Run 1, supply network:
Scale: 6 px per micron. Pins as bars on the die edge.
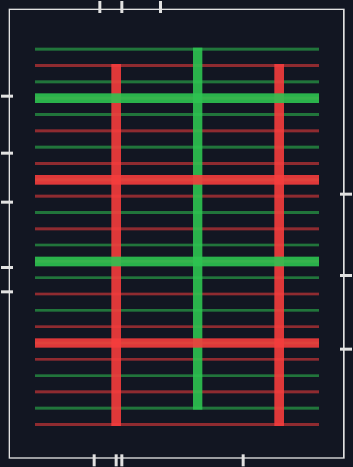
Run 1, routing congestion map:
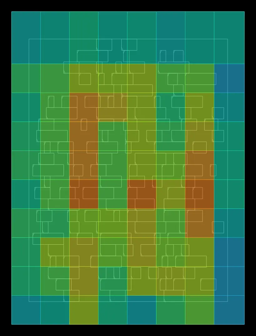
Run 1, local utilization:
Scale: 4 px per micron. 6 x 7 tiles, from white (low) to dark blue (high), 0 to 100% covered.
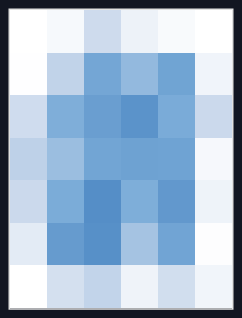
[src/rtl/pwm4_compare_if.sv]
// pwm4_compare_if
//   Groups the PWM control and status signals that cross between the
//   block and its user. The clock and reset stay outside the interface.
//
//   CE      count enable (counter, O and duty/period transfer advance)
//   DUTY    new duty threshold, captured into the shadow register on LOAD
//   PERIOD  new terminal count, captured into the shadow register on LOAD
//   LOAD    write DUTY/PERIOD into the shadow registers
//   O       registered PWM output
//   WRAP    one-cycle pulse after the counter wraps
//   PENDING shadow registers hold values not yet transferred
//
//   Modports: master drives the controls (the user of the block);
//             slave is the pwm4_compare side.
interface pwm4_compare_if #(
  parameter int WIDTH = 4
);
  logic             CE;
  logic [WIDTH-1:0] DUTY;
  logic [WIDTH-1:0] PERIOD;
  logic             LOAD;
  logic             O;
  logic             WRAP;
  logic             PENDING;

  modport master (
    output CE, DUTY, PERIOD, LOAD,
    input  O, WRAP, PENDING
  );

  modport slave (
    input  CE, DUTY, PERIOD, LOAD,
    output O, WRAP, PENDING
  );
endinterface

[src/rtl/pwm4_compare.sv]
// pwm4_compare
//   PWM generator built around an unsigned WIDTH-bit compare taken from the
//   borrow-out of a subtractor. A free-running counter runs 0..act_period
//   and O is high while count < act_duty. Duty and period are written to
//   shadow registers by LOAD and copied into the active registers only at
//   a period boundary, so a period is never cut short or stretched.
//
//   Ports
//     CLK    clock, rising edge
//     RESET  synchronous, active-high; overrides everything, discards
//            any pending load
//     bus    pwm4_compare_if.slave: CE, DUTY, PERIOD, LOAD in;
//            O, WRAP, PENDING out
module pwm4_compare #(
  parameter int WIDTH = 4
) (
  input  logic          CLK,
  input  logic          RESET,
  pwm4_compare_if.slave bus
);

  // Borrow-out of a - b: set exactly when a < b (unsigned), i.e. NOT UGE.
  function automatic logic lt_borrow(input logic [WIDTH-1:0] a,
                                     input logic [WIDTH-1:0] b);
    logic [WIDTH:0] diff;
    diff = {1'b0, a} - {1'b0, b};
    return diff[WIDTH];
  endfunction

  logic [WIDTH-1:0] r_count;
  logic [WIDTH-1:0] r_act_duty;
  logic [WIDTH-1:0] r_act_period;
  logic [WIDTH-1:0] r_shd_duty;
  logic [WIDTH-1:0] r_shd_period;
  logic             r_pending;
  logic             r_o;
  logic             r_wrap;

  logic             w_at_term;
  logic             w_lt;
  logic             w_xfer;

  assign w_at_term = (r_count == r_act_period);
  assign w_lt      = lt_borrow(r_count, r_act_duty);
  // Transfer reads the shadow contents from before this edge, so a LOAD
  // in the same cycle lands in shadow and waits for the next wrap.
  assign w_xfer    = bus.CE && w_at_term && r_pending;

  always_ff @(posedge CLK) begin
    if (RESET) begin
      r_count      <= '0;
      r_act_duty   <= '0;
      r_act_period <= '1;
      r_shd_duty   <= '0;
      r_shd_period <= '0;
      r_pending    <= 1'b0;
      r_o          <= 1'b0;
      r_wrap       <= 1'b0;
    end else begin
      // WRAP is a single-cycle pulse; it drops on any non-wrapping edge,
      // including CE=0 edges.
      r_wrap <= bus.CE && w_at_term;

      if (bus.CE) begin
        r_count <= w_at_term ? '0 : r_count + WIDTH'(1);
        r_o     <= w_lt;
        if (w_xfer) begin
          r_act_duty   <= r_shd_duty;
          r_act_period <= r_shd_period;
        end
      end

      if (bus.LOAD) begin
        r_shd_duty   <= bus.DUTY;
        r_shd_period <= bus.PERIOD;
        r_pending    <= 1'b1;
      end else if (w_xfer) begin
        r_pending    <= 1'b0;
      end
    end
  end

  assign bus.O       = r_o;
  assign bus.WRAP    = r_wrap;
  assign bus.PENDING = r_pending;

endmodule

[src/flat_wrapper.sv]
// flat-port wrapper written by rule: the top's interface ports become plain ports
module pwm4_compare_flat 
#(
  parameter int WIDTH = 4
)
  (CLK, RESET, bus_CE, bus_DUTY, bus_PERIOD, bus_LOAD, bus_O, bus_WRAP, bus_PENDING);
  pwm4_compare_if #(.WIDTH(WIDTH)) bus_i ();
  input  logic CLK;
  input  logic RESET;
  input wire logic [$bits(bus_i.CE)-1:0] bus_CE;
  input wire logic [$bits(bus_i.DUTY)-1:0] bus_DUTY;
  input wire logic [$bits(bus_i.PERIOD)-1:0] bus_PERIOD;
  input wire logic [$bits(bus_i.LOAD)-1:0] bus_LOAD;
  output wire logic [$bits(bus_i.O)-1:0] bus_O;
  output wire logic [$bits(bus_i.WRAP)-1:0] bus_WRAP;
  output wire logic [$bits(bus_i.PENDING)-1:0] bus_PENDING;
  assign bus_i.CE = bus_CE;
  assign bus_i.DUTY = bus_DUTY;
  assign bus_i.PERIOD = bus_PERIOD;
  assign bus_i.LOAD = bus_LOAD;
  assign bus_O = bus_i.O;
  assign bus_WRAP = bus_i.WRAP;
  assign bus_PENDING = bus_i.PENDING;
  pwm4_compare #(.WIDTH(WIDTH)) u_core (.CLK(CLK), .RESET(RESET), .bus(bus_i));
endmodule
[config.mk]
export PLATFORM = sky130hd
export DESIGN_NAME = pwm4_compare_flat
export DESIGN_NICKNAME = d
export VERILOG_FILES = /design/src/rtl/pwm4_compare_if.sv /design/src/rtl/pwm4_compare.sv /design/src/flat_wrapper.sv
export SDC_FILE = /design/constraint.sdc
export NUM_CORES = 1
export LEC_CHECK = 0
export ABC_CLOCK_PERIOD_IN_PS = 1700
export CELL_PAD_IN_SITES_DETAIL_PLACEMENT = 2
export CELL_PAD_IN_SITES_GLOBAL_PLACEMENT = 2
export CORE_ASPECT_RATIO = 1.4
export CORE_MARGIN = 4
export CORE_UTILIZATION = 33
export CTS_CLUSTER_DIAMETER = 80
export DETAILED_ROUTE_END_ITERATION = 8
export PLACE_DENSITY = 0.75
export SYNTH_ARGS = -nofsm -noshare
export SYNTH_HDL_FRONTEND = slang
export SYNTH_SLANG_ARGS = --single-unit
[constraint.sdc]
create_clock -name CLK -period 1.7 [get_ports CLK]
set_clock_uncertainty 0.05 [all_clocks]
set_input_delay 0.255 -clock CLK [delete_from_list [all_inputs] [get_ports CLK]]
set_output_delay 0.255 -clock CLK [all_outputs]
set_load 0.05 [all_outputs]
==> impl_results.rst, run 1 <==
Implementation results
======================

.. list-table::
   :header-rows: 1

   * - Metric
     - Value
   * - Number of logged tool warnings
     - 26
   * - Post-DR vias/cell
     - between 4 and 5
   * - Fraction of standard cell area that is sequential
     - 0.360
   * - Number of combinational gates with multiple inputs
     - about 71
   * - Tmin final
     - approximately 1.5 ns
   * - Count of non-CTS inverters in the layout
     - 5
   * - CTS root buf
     - clkbuf_8
   * - Path length in cells of the critical path
     - 4
   * - Clk sinks
     - 23
   * - Routed via count
     - 740
   * - Most frequent logic cell in the layout
     - dfxtp_1
   * - Hold Path Cell Cnt
     - 2
   * - Number of primary I/O pins
     - 15
   * - IO buf count
     - 14
   * - Status
     - complete, no violations
   * - Fin area
     - roughly 0.0013 sq mm
   * - Post-synthesis sequential area ratio
     - 0.441
   * - Count of antenna diodes in the layout
     - 0
   * - Placed Area
     - 0.00123 sq mm
   * - Dominant comb cell
     - simple AND/OR/NAND/NOR gates
   * - Die Ht
     - about 75 microns
   * - Psw
     - roughly 260 uW
   * - Post-synthesis share of cell area spent on and, or, nand and nor gates
     - 0.201
   * - Logic share of the area
     - 0.411
   * - Final slew viol count
     - 0
   * - Total cells reported by yosys after synthesis
     - ~110
   * - Top post-synthesis cells by area
     - dfxtp_1 44%, mux2i_1 16%, nor2_1 6.1%
   * - Overall global routing resource usage
     - 0.120
   * - Via count of the first global-routing pass
     - around 820
   * - TritonCTS clock tree
     - yes
   * - Number of warnings printed during yosys synthesis
     - 0
   * - Hold WS
     - approximately 0.43 ns
   * - Skew-Pair Late Insertion Delay
     - about 0.26 ns
   * - Worst flop-to-flop path startpoint
     - u_core.r_count[1]$_SDFFE_PP0P_
   * - Cells along the critical path
     - xor2_1, nor3_2, and4_4, mux2i_1
   * - Startpoint types
     - register
   * - Unrepaired setup endpoints after global routing
     - false
   * - Total sequential power
     - 577 uW
   * - Post-route non-filler standard cell count
     - between 150 and 200
   * - Hold Crit Endpoint
     - u_core.r_act_duty[0]$_SDFFE_PP0P_
   * - Data arrival time of the critical path
     - between 1.5 and 2 ns
   * - FF-to-FF setup slack
     - 0.20 ns
   * - Routed met3 length
     - ~58 microns
   * - Count of buffers added by post-CTS timing repair for setup
     - 0
   * - Relative area of clock buffers and inverters in the final design
     - 0.0362
   * - Timing endpoint of the critical path
     - u_core.r_act_period[3]$_SDFFE_PP1P_
   * - Count of library flops with an enable pin
     - 0
   * - Crit path max fanout
     - 8
   * - Netlist area before placement
     - between 0.001 and 0.0015 sq mm
   * - Worst setup path category
     - register to register
   * - Routed met1 length
     - between 900 and 1000 microns
   * - Yosys aoi share
     - 0.0324
   * - Total number of nets in the final design
     - approximately 140
   * - Relative contribution of combinational cells to total power
     - 0.123
   * - Unique cell type count in the Yosys netlist
     - 22
   * - Startpoint of the most critical hold path
     - u_core.r_shd_duty[0]$_SDFFE_PP0P_
   * - WL final
     - roughly 2200 microns
   * - Leakage Power
     - slightly above 0.0005 uW
   * - Number of H-tree levels
     - 1
   * - Setup slack after placement
     - roughly 0.17 ns
   * - Worst reg2reg path depth
     - 4
   * - Adder Share, Synth
     - 0.0480
   * - Multi-input gate area
     - between 500 and 600 sq um
   * - Top pwr grp
     - sequential cells
   * - Maximum clock rate
     - ~0.66 GHz
   * - Number of search-and-repair iterations in the first detailed-routing pass
     - 4
   * - Core utilization at floorplan
     - 0.352
   * - FFs & Latches
     - 23
   * - Worst voltage drop across the vdd grid
     - around 0.00043 V
   * - Number of max-capacitance violations reported
     - 0
   * - Number of buffers inserted during clock tree synthesis
     - 3
   * - Clock network power consumption
     - ~340 uW
   * - Met3 routing resource usage after global routing
     - 0.0174
   * - Portion of the clock cycle consumed by the worst path in the final layout
     - 0.885
   * - Wire length of the first global-routing pass
     - 3850 microns
   * - Max clock buf depth
     - 2
   * - Total DRC errors in the routed layout
     - 0
   * - Post-synthesis cell type with the largest combined area
     - dfxtp_1
   * - Synthesized registers
     - 23
   * - Area reported by Yosys stat
     - between 0.001 and 0.0015 sq mm
   * - Total count of hold-check failures in the final report
     - 0
   * - Highest-count cells in the layout ignoring fill and taps
     - 23 x dfxtp_1, 17 x mux2i_1, 17 x nor2_1
   * - Most used routing layer in global routing
     - met2
   * - Initial DRC count
     - 1
   * - Worst Setup Slack, final
     - between 0.15 and 0.2 ns
   * - Amount of wire on met2 after detailed routing
     - ~1200 microns
   * - Average size of a mapped cell
     - 9.84 sq um
   * - Floorplan row count
     - 23
   * - Hold Crit Class
     - register to register
   * - Cell class with the largest area share
     - combinational gates
Notes on 'supply network' above:
legend:
  red:
    net: VSS
  green:
    net: VDD
met1 rails: 24
rows: 23

Notes on 'routing congestion map' above:
met2 GRT Util: 0.222
average wire length per cell after detail routing: 14.0 microns
met1 Resource Use GR: 0.132
final core area utilization: 0.432

Notes on 'local utilization' above:
emptiest ninth of the die: top left
fullest tile: 62%
mean over tiles: 30%

==> run 2, diff against run 1 <==
--- a/config.mk
+++ b/config.mk
@@ -9,11 +9,12 @@
 export CELL_PAD_IN_SITES_DETAIL_PLACEMENT = 2
 export CELL_PAD_IN_SITES_GLOBAL_PLACEMENT = 2
 export CORE_ASPECT_RATIO = 1.4
-export CORE_MARGIN = 4
+export CORE_MARGIN = 10
 export CORE_UTILIZATION = 33
 export CTS_CLUSTER_DIAMETER = 80
 export DETAILED_ROUTE_END_ITERATION = 8
 export PLACE_DENSITY = 0.75
+export SLEW_MARGIN = 10
 export SYNTH_ARGS = -nofsm -noshare
 export SYNTH_HDL_FRONTEND = slang
 export SYNTH_SLANG_ARGS = --single-unit
==> run 2 against run 1 <==
Net effect: sequential share of layout area is 0.39 points higher; routed wire length is 5.5% higher; fmax down 1.3%; clock power rose by 2%; critical path depth unchanged; worst setup slack got worse by 0.020 ns; final cell count unchanged; die area up 41%; core utilization down 2.2 points; non-clock buffer count shrank 2; sequential cell count unchanged; global-route usage down 3.2 points; largest cell class unchanged; largest power group unchanged; highest routed layer unchanged.
==> impl_results.rst, run 2 <==
Implementation results
======================

.. list-table::
   :header-rows: 1

   * - Metric
     - Value
   * - Cells along the critical path
     - xor2_1, nor3_2, and4_4, mux2i_1
   * - Yosys aoi share
     - 0.0324 (unchanged)
   * - Total cells reported by yosys after synthesis
     - 106 (unchanged)
   * - FF-to-FF setup slack
     - 0.17 ns (-0.02 ns)
   * - Routed met3 length
     - 101 microns (+74%)
   * - Number of search-and-repair iterations in the first detailed-routing pass
     - 3 (-1)
   * - Most used routing layer in global routing
     - met2
   * - Startpoint of the most critical hold path
     - u_core.r_act_duty[3]$_SDFFE_PP0P_
   * - Die Ht
     - 86.5 microns (+16%)
   * - Adder Share, Synth
     - 0.0480 (unchanged)
   * - Highest-count cells in the layout ignoring fill and taps
     - 23 x dfxtp_1, 17 x mux2i_1, 17 x nor2_1
   * - Number of combinational gates with multiple inputs
     - 71 (unchanged)
   * - Cell class with the largest area share
     - combinational gates
   * - Hold Crit Class
     - register to register
   * - Most frequent logic cell in the layout
     - dfxtp_1
   * - Count of library flops with an enable pin
     - 0 (unchanged)
   * - Met3 routing resource usage after global routing
     - 0.0297 (+0.0124)
   * - Core utilization at floorplan
     - 0.337 (-0.0147)
   * - Relative contribution of combinational cells to total power
     - 0.122 (about the same)
   * - Status
     - complete, no violations
   * - Synthesized registers
     - 23 (unchanged)
   * - Post-synthesis sequential area ratio
     - 0.441 (unchanged)
   * - Crit path max fanout
     - 8 (unchanged)
   * - WL final
     - 2340 microns (+5.5%)
   * - Data arrival time of the critical path
     - 1.68 ns (+0.04 ns)
   * - Worst flop-to-flop path startpoint
     - u_core.r_count[0]$_SDFFE_PP0P_
   * - Startpoint types
     - register
   * - Met2 GRT Util
     - 0.151 (-0.0716)
   * - Worst voltage drop across the vdd grid
     - 0.000459 V (+5.6%)
   * - Number of max-capacitance violations reported
     - 0 (unchanged)
   * - Number of primary I/O pins
     - 15 (unchanged)
   * - Max clock buf depth
     - 2 (unchanged)
   * - Placed Area
     - 0.00122 sq mm (-1.0%)
   * - CTS root buf
     - clkbuf_8
   * - IO buf count
     - 14 (unchanged)
   * - Multi-input gate area
     - 526 sq um (unchanged)
   * - Logic share of the area
     - 0.415 (+0.00446)
   * - FFs & Latches
     - 23 (unchanged)
   * - Routed met1 length
     - 986 microns (+4.8%)
   * - Count of buffers added by post-CTS timing repair for setup
     - 0 (unchanged)
   * - Fin area
     - 0.00127 sq mm (-1.1%)
   * - Clk sinks
     - 23 (unchanged)
   * - Total sequential power
     - 576 uW (about the same)
   * - Post-synthesis share of cell area spent on and, or, nand and nor gates
     - 0.201 (unchanged)
   * - Total number of nets in the final design
     - 137 (-1.4%)
   * - Total count of hold-check failures in the final report
     - 0 (unchanged)
   * - Netlist area before placement
     - 0.00104 sq mm (unchanged)
   * - Dominant comb cell
     - simple AND/OR/NAND/NOR gates
   * - Number of logged tool warnings
     - 26 (unchanged)
   * - Path length in cells of the critical path
     - 4 (unchanged)
   * - TritonCTS clock tree
     - yes
   * - Area reported by Yosys stat
     - 0.00104 sq mm (unchanged)
   * - Fraction of standard cell area that is sequential
     - 0.364 (+0.00391)
   * - Hold Crit Endpoint
     - u_core.r_act_duty[3]$_SDFFE_PP0P_
   * - Number of warnings printed during yosys synthesis
     - 0 (unchanged)
   * - Post-route non-filler standard cell count
     - 159 (unchanged)
   * - Top post-synthesis cells by area
     - dfxtp_1 44%, mux2i_1 16%, nor2_1 6.1%
   * - Unique cell type count in the Yosys netlist
     - 22 (unchanged)
   * - Floorplan row count
     - 24 (+4.3%)
   * - Skew-Pair Late Insertion Delay
     - 0.27 ns (about the same)
   * - Average size of a mapped cell
     - 9.84 sq um (unchanged)
   * - Setup slack after placement
     - 0.156 ns (-0.0114 ns)
   * - Psw
     - 263 uW (+1.1%)
   * - Top pwr grp
     - sequential cells
   * - Hold WS
     - 0.429 ns (-0.000551 ns)
   * - Timing endpoint of the critical path
     - u_core.r_act_duty[1]$_SDFFE_PP0P_
   * - Hold Path Cell Cnt
     - 2 (unchanged)
   * - Count of antenna diodes in the layout
     - 0 (unchanged)
   * - Wire length of the first global-routing pass
     - 3880 microns (+0.88%)
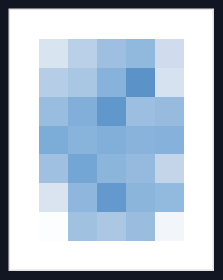
Run 2: local utilization
Scale: 3 px per micron. 7 x 9 tiles, from white (low) to dark blue (high), 0 to 100% covered.
mean over tiles: 21%
fullest tile: 60%
emptiest ninth of the die: bottom left
densest ninth of the die: middle
nearly empty tiles: 46%

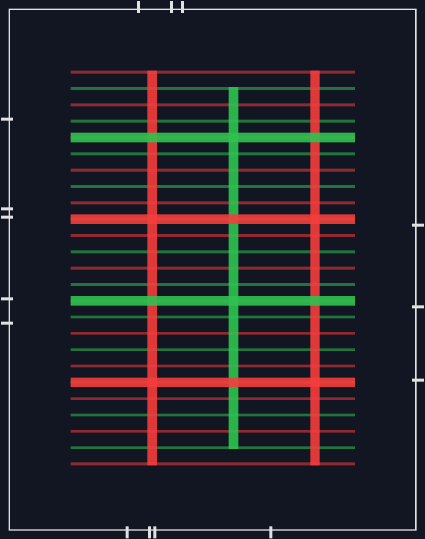
Run 2: supply network
Scale: 6 px per micron. Pins as bars on the die edge.
legend:
  red:
    net: VSS
  green:
    net: VDD
met1 rails: 25
signal pins: 15
met4 straps: 3
rows: 24

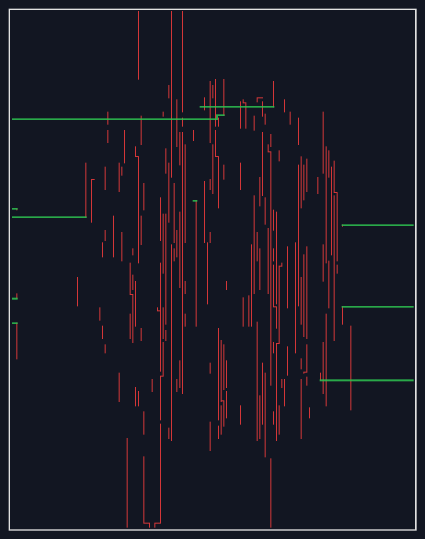
Run 2: metal layers overlaid
Scale: 6 px per micron. Two of the layers only.
legend:
  green:
    layer: metal 3
    wire_length: 101 microns
  red:
    layer: metal 2
    wire_length: 1240 microns

==> run 3, diff against run 2 <==
--- a/config.mk
+++ b/config.mk
@@ -5,15 +5,15 @@
 export SDC_FILE = /design/constraint.sdc
 export NUM_CORES = 1
 export LEC_CHECK = 0
-export ABC_CLOCK_PERIOD_IN_PS = 1700
+export ABC_CLOCK_PERIOD_IN_PS = 1800
 export CELL_PAD_IN_SITES_DETAIL_PLACEMENT = 2
 export CELL_PAD_IN_SITES_GLOBAL_PLACEMENT = 2
 export CORE_ASPECT_RATIO = 1.4
 export CORE_MARGIN = 10
-export CORE_UTILIZATION = 33
+export CORE_UTILIZATION = 35
 export CTS_CLUSTER_DIAMETER = 80
 export DETAILED_ROUTE_END_ITERATION = 8
-export PLACE_DENSITY = 0.75
+export PLACE_DENSITY = 0.79
 export SLEW_MARGIN = 10
 export SYNTH_ARGS = -nofsm -noshare
 export SYNTH_HDL_FRONTEND = slang
==> constraint.sdc (replaced) <==
create_clock -name CLK -period 1.8 [get_ports CLK]
set_clock_uncertainty 0.05 [all_clocks]
set_input_delay 0.27 -clock CLK [delete_from_list [all_inputs] [get_ports CLK]]
set_output_delay 0.27 -clock CLK [all_outputs]
set_load 0.05 [all_outputs]
==> run 3 against run 2 <==
Net effect: highest routed layer unchanged; die area fell by 4.2%; clock-buffer cell count is the same; sequential cell count stayed put; clock power down 8.8%; combinational power is 5% lower; first-iteration DRC count down 63%; fmax is 0.98% higher; synthesized cell count is the same; critical endpoint is now u_core.r_act_duty[0]$_SDFFE_PP0P_.
==> impl_results.rst, run 3 <==
Implementation results
======================

.. list-table::
   :header-rows: 1

   * - Metric
     - Value
   * - Status
     - complete, no violations
   * - Post-cts hold buffer count
     - 0
   * - Clock slew at the register clock pins of the worst setup and hold paths
     - roughly 0.080 ns
   * - Fraction of synthesized cell area taken by the top area cell type
     - 0.441
   * - Cells along the critical path
     - xor2_1, nor3_2, and4_4, mux2i_1
   * - Total count of hold-check failures in the final report
     - 0 (unchanged)
   * - FF-to-FF setup slack
     - 0.29 ns (+0.11 ns)
   * - Post-synthesis share of cell area spent on and, or, nand and nor gates
     - 0.201 (unchanged)
   * - Data arrival time of the critical path
     - 1.65 ns (-0.03 ns)
   * - Post-route non-filler standard cell count
     - 157 (-1.3%)
   * - Adder Share, Synth
     - 0.0480 (unchanged)
   * - Top post-synthesis cells by area
     - dfxtp_1 44%, mux2i_1 16%, nor2_1 6.1%
   * - Logic share of the area
     - 0.416 (+0.000821)
   * - Psw
     - 239 uW (-9.0%)
   * - Routed met3 length
     - 93 microns (-7.9%)
   * - Hold Crit Endpoint
     - u_core.r_act_duty[1]$_SDFFE_PP0P_
   * - Top pwr grp
     - sequential cells
   * - Max clock buf depth
     - 2 (unchanged)
   * - IO buf count
     - 14 (unchanged)
   * - Sum of net half-perimeters after detailed placement
     - 1840 microns
   * - Total number of nets in the final design
     - 137 (unchanged)
   * - Crit path max fanout
     - 8 (unchanged)
   * - Cell with the largest stage delay on the worst path
     - dfxtp_1
   * - Dominant comb cell
     - simple AND/OR/NAND/NOR gates
   * - Uppermost layer routed
     - met4
   * - Async set-or-reset flop fraction in the synthesized netlist
     - 0
   * - Fraction of standard cell area that is sequential
     - 0.364 (+0.000719)
   * - Highest-count cells in the layout ignoring fill and taps
     - 23 x dfxtp_1, 17 x mux2i_1, 17 x nor2_1
   * - Count of buffers added by post-CTS timing repair for setup
     - 0 (unchanged)
   * - Total sequential power
     - 545 uW (-5.4%)
   * - Hold Crit Class
     - register to register
   * - FFs & Latches
     - 23 (unchanged)
   * - Number of logged tool warnings
     - 26 (unchanged)
   * - Number of primary I/O pins
     - 15 (unchanged)
   * - Number of combinational gates with multiple inputs
     - 71 (unchanged)
   * - Cell class with the largest area share
     - combinational gates
   * - Portion of the clock cycle consumed by the worst path in the final layout
     - 0.839
   * - TritonCTS clock tree
     - yes
   * - Portion of total power attributed to the clock network
     - 0.324
   * - Met2 GRT Util
     - 0.173 (+0.0221)
   * - Placed Area
     - 0.00122 sq mm (-0.20%)
   * - Skew-Pair Late Insertion Delay
     - 0.26 ns (about the same)
   * - Startpoint of the most critical hold path
     - u_core.r_act_duty[1]$_SDFFE_PP0P_
   * - Hold WS
     - 0.428 ns (-0.000671 ns)
   * - Path length in cells of the critical path
     - 4 (unchanged)
   * - Startpoint types
     - register
   * - Non-clock buffer total of the final layout
     - 17
   * - Relative contribution of combinational cells to total power
     - 0.124 (+0.002)
   * - Relative area of clock buffers and inverters in the final design
     - 0.0356
   * - Multi-input gate area
     - 526 sq um (unchanged)
   * - Hold Path Cell Cnt
     - 2 (unchanged)
   * - Post-synthesis cell type with the largest combined area
     - dfxtp_1
   * - Number of max-capacitance violations reported
     - 0 (unchanged)
   * - Timing endpoint of the critical path
     - u_core.r_act_duty[0]$_SDFFE_PP0P_
   * - Maximum clock rate
     - roughly 0.66 GHz
   * - Gate count after technology mapping
     - 106
   * - Most frequent logic cell in the layout
     - dfxtp_1
   * - Total cells reported by yosys after synthesis
     - 106 (unchanged)
   * - Count of antenna diodes in the layout
     - 0 (unchanged)
   * - Netlist area before placement
     - 0.00104 sq mm (unchanged)
   * - Final weighted congestion in routability-driven placement
     - ~0.65
   * - Post-Place Cells
     - 153
   * - Post-synthesis sequential area ratio
     - 0.441 (unchanged)
   * - Routed met1 length
     - 940 microns (-4.7%)
   * - Number of fill cells in the layout
     - between 300 and 400
   * - CTS root buf
     - clkbuf_8
   * - Area inside the core boundary
     - roughly 0.0029 sq mm
   * - Floorplan row count
     - 23 (-4.2%)
   * - Number of warnings printed during yosys synthesis
     - 0 (unchanged)
   * - Unique cell type count in the Yosys netlist
     - 22 (unchanged)
   * - Wire length of the first global-routing pass
     - 4130 microns (+6.2%)
   * - Setup TNS
     - 0 ns
   * - Synthesized registers
     - 23 (unchanged)
   * - Number of search-and-repair iterations in the first detailed-routing pass
     - 2 (-1)
   * - Worst path bufs/invs
     - 0
   * - Post-cts repair resize count
     - 0
   * - Area reported by Yosys stat
     - 0.00104 sq mm (unchanged)
   * - WL final
     - 2460 microns (+4.9%)
   * - Count of library flops with an enable pin
     - 0 (unchanged)
   * - Worst flop-to-flop path startpoint
     - u_core.r_count[0]$_SDFFE_PP0P_
   * - Fin area
     - 0.00126 sq mm (-0.20%)
   * - Core utilization at floorplan
     - 0.363 (+0.0252)
   * - Setup slack after placement
     - 0.173 ns (+0.0171 ns)
   * - Clk sinks
     - 23 (unchanged)
   * - Final setup violation count
     - 0
   * - Average size of a mapped cell
     - 9.84 sq um (unchanged)
   * - Yosys aoi share
     - 0.0324 (unchanged)
   * - Overall global routing resource usage
     - 0.0957
   * - Met3 routing resource usage after global routing
     - 0.0253 (-0.00445)
   * - Sequential fraction of design power
     - 0.552
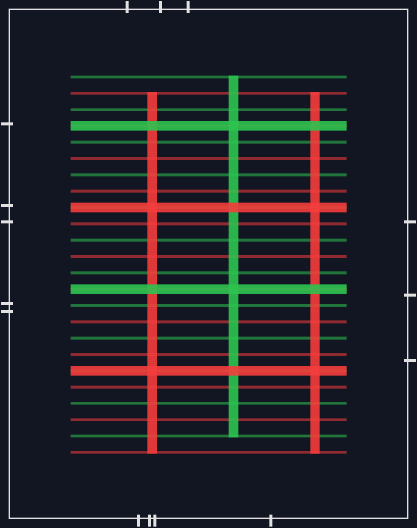
Run 3: supply network
Scale: 6 px per micron. Pins as bars on the die edge.
Die Width: 66.1 microns
worst voltage drop across the vdd grid: 0.000385 V
Die Ht: 84.6 microns

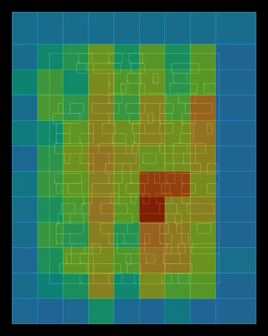
Run 3: routing congestion map
average wire length per cell after detail routing: 15.6 microns
final core area utilization: 0.439
met1 Resource Use GR: 0.0931
most used routing layer in global routing: met2

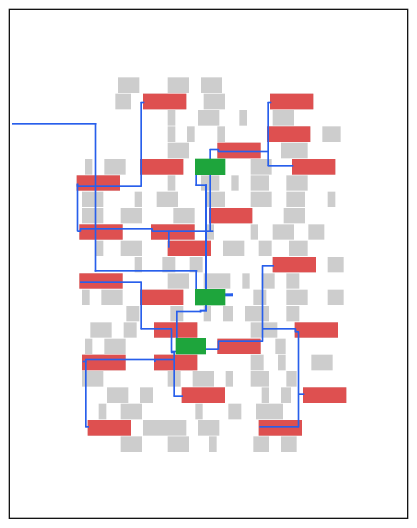
Run 3: routed clock nets over the placement
Scale: 6 px per micron.
legend:
  red:
    item: flip-flops
    count: 23
  green:
    item: clock drivers
    count: 3
  blue:
    item: clock wires
    length: 326 microns
routed clock nets: 4

Power figures rest on the tool's default switching activity, not on a simulated workload.
